File: src/rtl/snake_seg_pkg.sv
// Shared types and the frame pattern table for the two-digit snake animation
// decoder.
package snake_seg_pkg;

  localparam int NUM_STEPS = 12;

  typedef logic [9:0] frame_t;
  typedef logic [3:0] step_t;

  typedef enum logic {HUNT, LOCKED} state_t;

  // Frame bits are {a,d,e,f,g,a1,b1,c1,d1,g1}, MSB first, indexed by step.
  localparam frame_t PATTERNS [NUM_STEPS] = '{
    10'b0110100000, 10'b0110000010, 10'b0100000110, 10'b0000000111,
    10'b0000100101, 10'b0001100001, 10'b1001100000, 10'b1001010000,
    10'b1000011000, 10'b0000011001, 10'b0000101001, 10'b0010100001
  };

  function automatic step_t succ_step(step_t s, logic rev);
    if (rev)
      return (s == 4'd0) ? step_t'(NUM_STEPS - 1) : s - 4'd1;
    return (s == step_t'(NUM_STEPS - 1)) ? 4'd0 : s + 4'd1;
  endfunction

endpackage

File: src/rtl/snake_seg_decoder_if.sv
// Segment lines and decoded status of the snake animation bus; the master side
// drives the segments, the slave side is the decoder.
interface snake_seg_decoder_if import snake_seg_pkg::*; #(parameter int ERR_W = 8);

  logic             a, d, e, f, g;
  logic             a1, b1, c1, d1, g1;
  step_t            step;
  logic             step_strobe;
  logic             locked;
  logic             seq_error;
  logic             stall;
  logic             direction;
  logic [ERR_W-1:0] error_count;

  modport master (
    output a, d, e, f, g, a1, b1, c1, d1, g1,
    input  step, step_strobe, locked, seq_error, stall, direction, error_count
  );

  modport slave (
    input  a, d, e, f, g, a1, b1, c1, d1, g1,
    output step, step_strobe, locked, seq_error, stall, direction, error_count
  );

endinterface

File: src/rtl/snake_frame_lookup.sv
// Combinational frame-to-step lookup; legal is low for any pattern outside the
// twelve-entry table.
module snake_frame_lookup
  import snake_seg_pkg::*;
(
  input  frame_t frame,
  output logic   legal,
  output step_t  index
);

  always_comb begin
    legal = 1'b0;
    index = '0;
    for (int i = 0; i < NUM_STEPS; i++) begin
      if (frame == PATTERNS[i]) begin
        legal = 1'b1;
        index = step_t'(i);
      end
    end
  end

endmodule

File: src/rtl/snake_seg_decoder.sv
// Snake animation bus monitor: decodes sampled frames, locks onto the cyclic
// step sequence and flags errors and stalls. SNAKE_REVERSE_EN enables reverse lock.
module snake_seg_decoder
  import snake_seg_pkg::*;
#(
  parameter int LOCK_COUNT  = 3,
  parameter int STALL_LIMIT = 1024,
  parameter int ERR_W       = 8
) (
  input  logic               clock,
  input  logic               reset,
  snake_seg_decoder_if.slave bus
);

  localparam int DW = (STALL_LIMIT < 2) ? 1 : $clog2(STALL_LIMIT + 1);
  localparam logic [DW-1:0] DWELL_LAST = DW'(STALL_LIMIT - 1);
  localparam logic [3:0] LOCK_N = 4'(LOCK_COUNT);

  frame_t           seg_q, seg_prev;
  logic             legal, changed;
  step_t            index;
  state_t           state, state_n;
  step_t            step_q, step_n;
  logic [3:0]       match_q, match_n;
  logic [DW-1:0]    dwell_q, dwell_n;
  logic             strobe_q, strobe_n, err_q, err_n, stall_q, stall_n;
  logic             dir_q, dir_n, hunt_dir_q, hunt_dir_n, locked_q;
  logic [ERR_W-1:0] ecount_q, ecount_n;
  logic             fwd_hit;
`ifdef SNAKE_REVERSE_EN
  logic             rev_hit;
`endif

  always_ff @(posedge clock) begin
    if (reset) begin
      seg_q    <= '0;
      seg_prev <= '0;
    end else begin
      seg_q    <= {bus.a, bus.d, bus.e, bus.f, bus.g, bus.a1, bus.b1, bus.c1, bus.d1, bus.g1};
      seg_prev <= seg_q;
    end
  end

  snake_frame_lookup u_lookup (
    .frame (seg_q),
    .legal (legal),
    .index (index)
  );

  assign changed = (seg_q != seg_prev);

  always_comb begin
    state_n    = state;
    step_n     = step_q;
    match_n    = match_q;
    dwell_n    = dwell_q;
    strobe_n   = 1'b0;
    err_n      = 1'b0;
    stall_n    = 1'b0;
    dir_n      = dir_q;
    hunt_dir_n = hunt_dir_q;
    ecount_n   = ecount_q;
    fwd_hit    = legal && (index == succ_step(step_q, 1'b0));
`ifdef SNAKE_REVERSE_EN
    rev_hit    = legal && (index == succ_step(step_q, 1'b1));
`endif
    case (state)
      HUNT: begin
        dwell_n = '0;
        if (changed) begin
          if (!legal) begin
            match_n = '0;
          end else begin
            step_n = index;
`ifdef SNAKE_REVERSE_EN
            // The first adjacent pair picks the direction; later frames must follow it.
            if (match_q == 4'd1 && (fwd_hit || rev_hit)) begin
              match_n    = 4'd2;
              hunt_dir_n = rev_hit;
            end else if (match_q >= 4'd2 && (hunt_dir_q ? rev_hit : fwd_hit)) begin
              match_n = match_q + 4'd1;
            end else begin
              match_n    = 4'd1;
              hunt_dir_n = 1'b0;
            end
            if (match_n == LOCK_N) dir_n = hunt_dir_n;
`else
            match_n = fwd_hit ? match_q + 4'd1 : 4'd1;
`endif
            if (match_n == LOCK_N) state_n = LOCKED;
          end
        end
      end
      LOCKED: begin
        if (changed) begin
          if (legal && index == succ_step(step_q, dir_q)) begin
            step_n   = index;
            strobe_n = 1'b1;
            dwell_n  = '0;
          end else begin
            err_n      = 1'b1;
            state_n    = HUNT;
            hunt_dir_n = 1'b0;
            if (ecount_q != '1) ecount_n = ecount_q + 1'b1;
            if (legal) begin
              step_n  = index;
              match_n = 4'd1;
            end else begin
              match_n = '0;
            end
          end
        end else if (STALL_LIMIT != 0) begin
          if (dwell_q == DWELL_LAST) begin
            stall_n = 1'b1;
            state_n = HUNT;
            match_n = '0;
            dwell_n = '0;
          end else begin
            dwell_n = dwell_q + 1'b1;
          end
        end
      end
      default: state_n = HUNT;
    endcase
  end

  always_ff @(posedge clock) begin
    if (reset) begin
      state      <= HUNT;
      step_q     <= '0;
      match_q    <= '0;
      dwell_q    <= '0;
      strobe_q   <= 1'b0;
      err_q      <= 1'b0;
      stall_q    <= 1'b0;
      dir_q      <= 1'b0;
      hunt_dir_q <= 1'b0;
      ecount_q   <= '0;
      locked_q   <= 1'b0;
    end else begin
      state      <= state_n;
      step_q     <= step_n;
      match_q    <= match_n;
      dwell_q    <= dwell_n;
      strobe_q   <= strobe_n;
      err_q      <= err_n;
      stall_q    <= stall_n;
      dir_q      <= dir_n;
      hunt_dir_q <= hunt_dir_n;
      ecount_q   <= ecount_n;
      locked_q   <= (state_n == LOCKED);
    end
  end

  assign bus.step        = step_q;
  assign bus.step_strobe = strobe_q;
  assign bus.locked      = locked_q;
  assign bus.seq_error   = err_q;
  assign bus.stall       = stall_q;
  assign bus.direction   = dir_q;
  assign bus.error_count = ecount_q;

endmodule

File: src/flat_wrapper.sv
// flat-port wrapper written by rule: the top's interface ports become plain ports
module snake_seg_decoder_flat import snake_seg_pkg::*;
#(
  parameter int LOCK_COUNT  = 3,
  parameter int STALL_LIMIT = 1024,
  parameter int ERR_W       = 8
)
  (clock, reset, bus_a, bus_d, bus_e, bus_f, bus_g, bus_a1, bus_b1, bus_c1, bus_d1, bus_g1, bus_step, bus_step_strobe, bus_locked, bus_seq_error, bus_stall, bus_direction, bus_error_count);
  snake_seg_decoder_if #(.ERR_W(ERR_W)) bus_i ();
  input  logic clock;
  input  logic reset;
  input wire logic [$bits(bus_i.a)-1:0] bus_a;
  input wire logic [$bits(bus_i.d)-1:0] bus_d;
  input wire logic [$bits(bus_i.e)-1:0] bus_e;
  input wire logic [$bits(bus_i.f)-1:0] bus_f;
  input wire logic [$bits(bus_i.g)-1:0] bus_g;
  input wire logic [$bits(bus_i.a1)-1:0] bus_a1;
  input wire logic [$bits(bus_i.b1)-1:0] bus_b1;
  input wire logic [$bits(bus_i.c1)-1:0] bus_c1;
  input wire logic [$bits(bus_i.d1)-1:0] bus_d1;
  input wire logic [$bits(bus_i.g1)-1:0] bus_g1;
  output wire logic [$bits(bus_i.step)-1:0] bus_step;
  output wire logic [$bits(bus_i.step_strobe)-1:0] bus_step_strobe;
  output wire logic [$bits(bus_i.locked)-1:0] bus_locked;
  output wire logic [$bits(bus_i.seq_error)-1:0] bus_seq_error;
  output wire logic [$bits(bus_i.stall)-1:0] bus_stall;
  output wire logic [$bits(bus_i.direction)-1:0] bus_direction;
  output wire logic [$bits(bus_i.error_count)-1:0] bus_error_count;
  assign bus_i.a = bus_a;
  assign bus_i.d = bus_d;
  assign bus_i.e = bus_e;
  assign bus_i.f = bus_f;
  assign bus_i.g = bus_g;
  assign bus_i.a1 = bus_a1;
  assign bus_i.b1 = bus_b1;
  assign bus_i.c1 = bus_c1;
  assign bus_i.d1 = bus_d1;
  assign bus_i.g1 = bus_g1;
  assign bus_step = bus_i.step;
  assign bus_step_strobe = bus_i.step_strobe;
  assign bus_locked = bus_i.locked;
  assign bus_seq_error = bus_i.seq_error;
  assign bus_stall = bus_i.stall;
  assign bus_direction = bus_i.direction;
  assign bus_error_count = bus_i.error_count;
  snake_seg_decoder #(.LOCK_COUNT(LOCK_COUNT), .STALL_LIMIT(STALL_LIMIT), .ERR_W(ERR_W)) u_core (.clock(clock), .reset(reset), .bus(bus_i));
endmodule
File: config.mk
export PLATFORM = sky130hd
export DESIGN_NAME = snake_seg_decoder_flat
export DESIGN_NICKNAME = d
export VERILOG_FILES = /design/src/rtl/snake_seg_pkg.sv /design/src/rtl/snake_seg_decoder_if.sv /design/src/rtl/snake_frame_lookup.sv /design/src/rtl/snake_seg_decoder.sv /design/src/flat_wrapper.sv
export SDC_FILE = /design/constraint.sdc
export NUM_CORES = 1
export LEC_CHECK = 0
export CAP_MARGIN = 40
export CORE_ASPECT_RATIO = 1.5
export CORE_MARGIN = 1
export CORE_UTILIZATION = 38
export DETAILED_ROUTE_END_ITERATION = 16
export GPL_TIMING_DRIVEN = 0
export SETUP_SLACK_MARGIN = 0.15
export SYNTH_ARGS = -nofsm -noshare
export SYNTH_HDL_FRONTEND = slang
export SYNTH_SLANG_ARGS = --single-unit
File: constraint.sdc
create_clock -name clock -period 5.5 [get_ports clock]
set_input_delay 0.55 -clock clock [delete_from_list [all_inputs] [get_ports clock]]
set_output_delay 0.55 -clock clock [all_outputs]
set_load 0.03 [all_outputs]
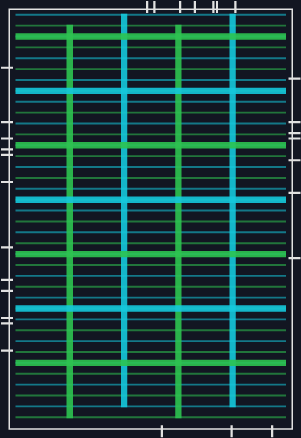
(images/floorplan.png)
Scale: 4 px per µm. Pins as bars on the die edge.
Cyan shows VDD. Green shows VSS.
4 straps on met4. 29 signal pins sit on the boundary. 7 straps on met5.
die height: 105 µm
core area: 6810 µm²
Worst VDD drop: 0.147 mV
chip width: 70.4 µm

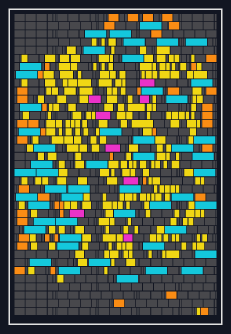
(images/class_map.png)
Scale: 3 px per µm. Fill, decap, tap and diode cells in grey.
Magenta shows clock drivers and dummy loads, cells 8. Yellow shows remaining logic cells, cells 240. Orange shows remaining buffers and delay cells, cells 45. Cyan shows registers, cells 51.
Final Util: 46.0%
Seq area share: 32.6%

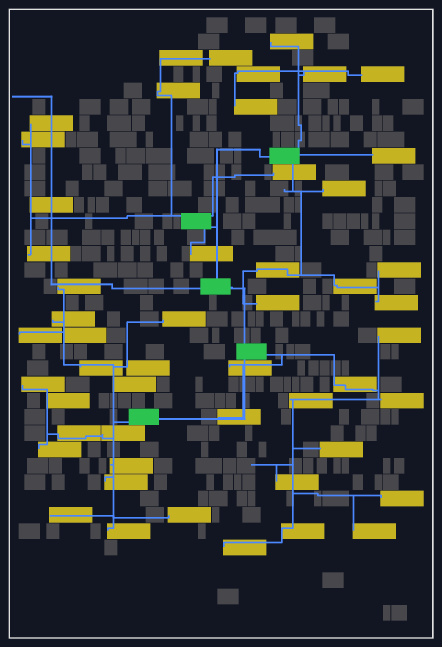
(images/clock_wires.png)
Scale: 6 px per µm.
Yellow shows flip-flops, count 51. Blue shows clock wires, length 687 µm. Green shows clock-net drivers, count 5.
Position of the flops: spread over the die. There are 6 routed clock nets.
clk latency late pin: 320 ps
final clock skew: 5.53 ps
Clk. pwr: 238 µW
clock share of power: 34.9%

==> impl_metrics.yaml <==
# yosys + openroad results
worst_setup_path:
  critPathLaunchType: "register"
  cp-startpoint: "u_core.seg_q[0]"
  cp_cell_sequence: "buf_2 > nor4b_1 > nand4b_1 > o211ai_2 > xor2_1 > nor3_2 > nand2_2 > a32o_1 > a31o_1"
  crit_arrival_ps: 3110
  endpoint_kind: "register"
  regToRegSetupSlack_ps: 2610
  crit_fanout: 10
  path_buffers: 1
  cp.depth: 9
  worstSetupPathType: "register to register"
  crit_path_end: "u_core.match_q[0]"
  max_stage_delay_ps: 640
  r2r-start: "u_core.seg_q[0]"
  reg2reg_depth: 9
  cp_slowest_cell: "nor4b_1"
  crit_required_ps: 5720
  crit_family: "simple AND/OR/NAND/NOR gates"
  rr_endpoint: "u_core.match_q[0]"
detailed_routing:
  vias_per_cell: 5.35
  drt-initial-drc-count: 120
  drc: 2
  firstDrtPassIters: 10
  wirelength_met1_um: 2360
  routed_wirelength_um: 5630
  highest_layer: "met4"
  antenna_left: 0
  wl_met2_um: 3060
floorplan:
  rows: 37
  die_area_um2: 7360
  fp_util_pct: 39.1
finish:
  clock_area_share_pct: 3.12
  n_fill_cell: 702
  multiInputGateArea_um2: 1500
  logic_gates: 228
  drive_gt1_share_pct: 10.8
  largest_reg_flops: 11
  final_area_um2: 3130
  lay_top_count: "dfxtp_1"
  flop-count: 51
  final_nets: 359
  antenna_cells: 0
  seq_area_um2: 1020
  largestClassByArea: "logic gates"
  final_cells: 422
  nClkBuffers: 5
  inv_count: 12
  comb_share_pct: 48.0
  top_register: "u_core.dwell_q"
  buffers: 45
global_routing:
  antenna_found_initial: 0
  top_usage_layer: "met2"
  met2_usage_pct: 30.7
  gr-usage-met3_pct: 2.70
  grt_use_total_pct: 16.4
  met1_usage_pct: 18.1
  grt_overflow_total: 0
  grt_max_degree: 19
  grt_pass1_wl_um: 9760
  grt_pass1_vias: 2155
timing:
  finalHoldViolations: 0
  drv_slew: 0
  tns_ps: 0
  hold_ws_ps: 470
  setup_ws_ps: 2610
  relSlewSlack_pct: 50.0
  rsz0062_at_grt: "false"
  worst_pin_slew_ps: 740
  setup_viol: 0
  max_freq_mhz: 346
  period_needed_ps: 2890
clock_tree:
  cts_setup_buffers: 0
  cts_buffer_depth: 2
  cts_tree: "done"
  root_buffer: "clkbuf_8"
  postCtsHoldBufs: 0
  cts_sinks: 51
  h-tree-depth: 2
  clkTransAtPathRegs_ps: 100
synth:
  ys_ff: 51
  synth_seq_share_pct: 38.3
  syn_area_per_cell_um2: 8.62
  mux_area_share_pct: 0.798
  most_common_cell: "dfxtp_1"
  ys_cells: 309
  simple_gate_share_pct: 28.5
  ys_area_um2: 2660
  synth.distinct_cells: 62
  ys_warn_count: 0
  synth-compound-area-share_pct: 17.8
  fp_nets: 325
  common_cells: "dfxtp_1, nor2b_1, nand2_1, nor2_1, nand3_1"
  syn_inst: 309
  logic_family: "simple AND/OR/NAND/NOR gates"
  largest_area_cell: "dfxtp_1"
  async_flop_share_pct: 0
  ff_type: "dfxtp_1"
  synthTopCellsByArea: "dfxtp_1, nor2b_1, xor2_1"
  top_area_share_pct: 38.3
  netlist_area_um2: 2660
power_and_ir_drop:
  finalPower_uw: 683
  power_switching_uw: 182
  sw_frac_of_total_pct: 26.7
  comb_power_share_pct: 9.4
  p_seq_uw: 380
  maxPowerGroup: "sequential cells"
  p_seq_share_pct: 55.7
  power_density_nw_per_um2: 218
  p_comb_uw: 64.4
placed_design:
  dp_cells: 414
  port_buffers: 27
  place_area_um2: 3030
  dpl.hpwl_um: 4200
  place_ws_ps: 2710
min_path:
  hp-class: "register to register"
  hold_start: "u_core.dwell_q[10]"
  whs_path_depth: 1
job:
  openroad.warnings: 26
  cap_violations: 0
status:
  violations: "design-rule violations"
  status: "finished, violations left"
Power is estimated from default activity; no workload was simulated.
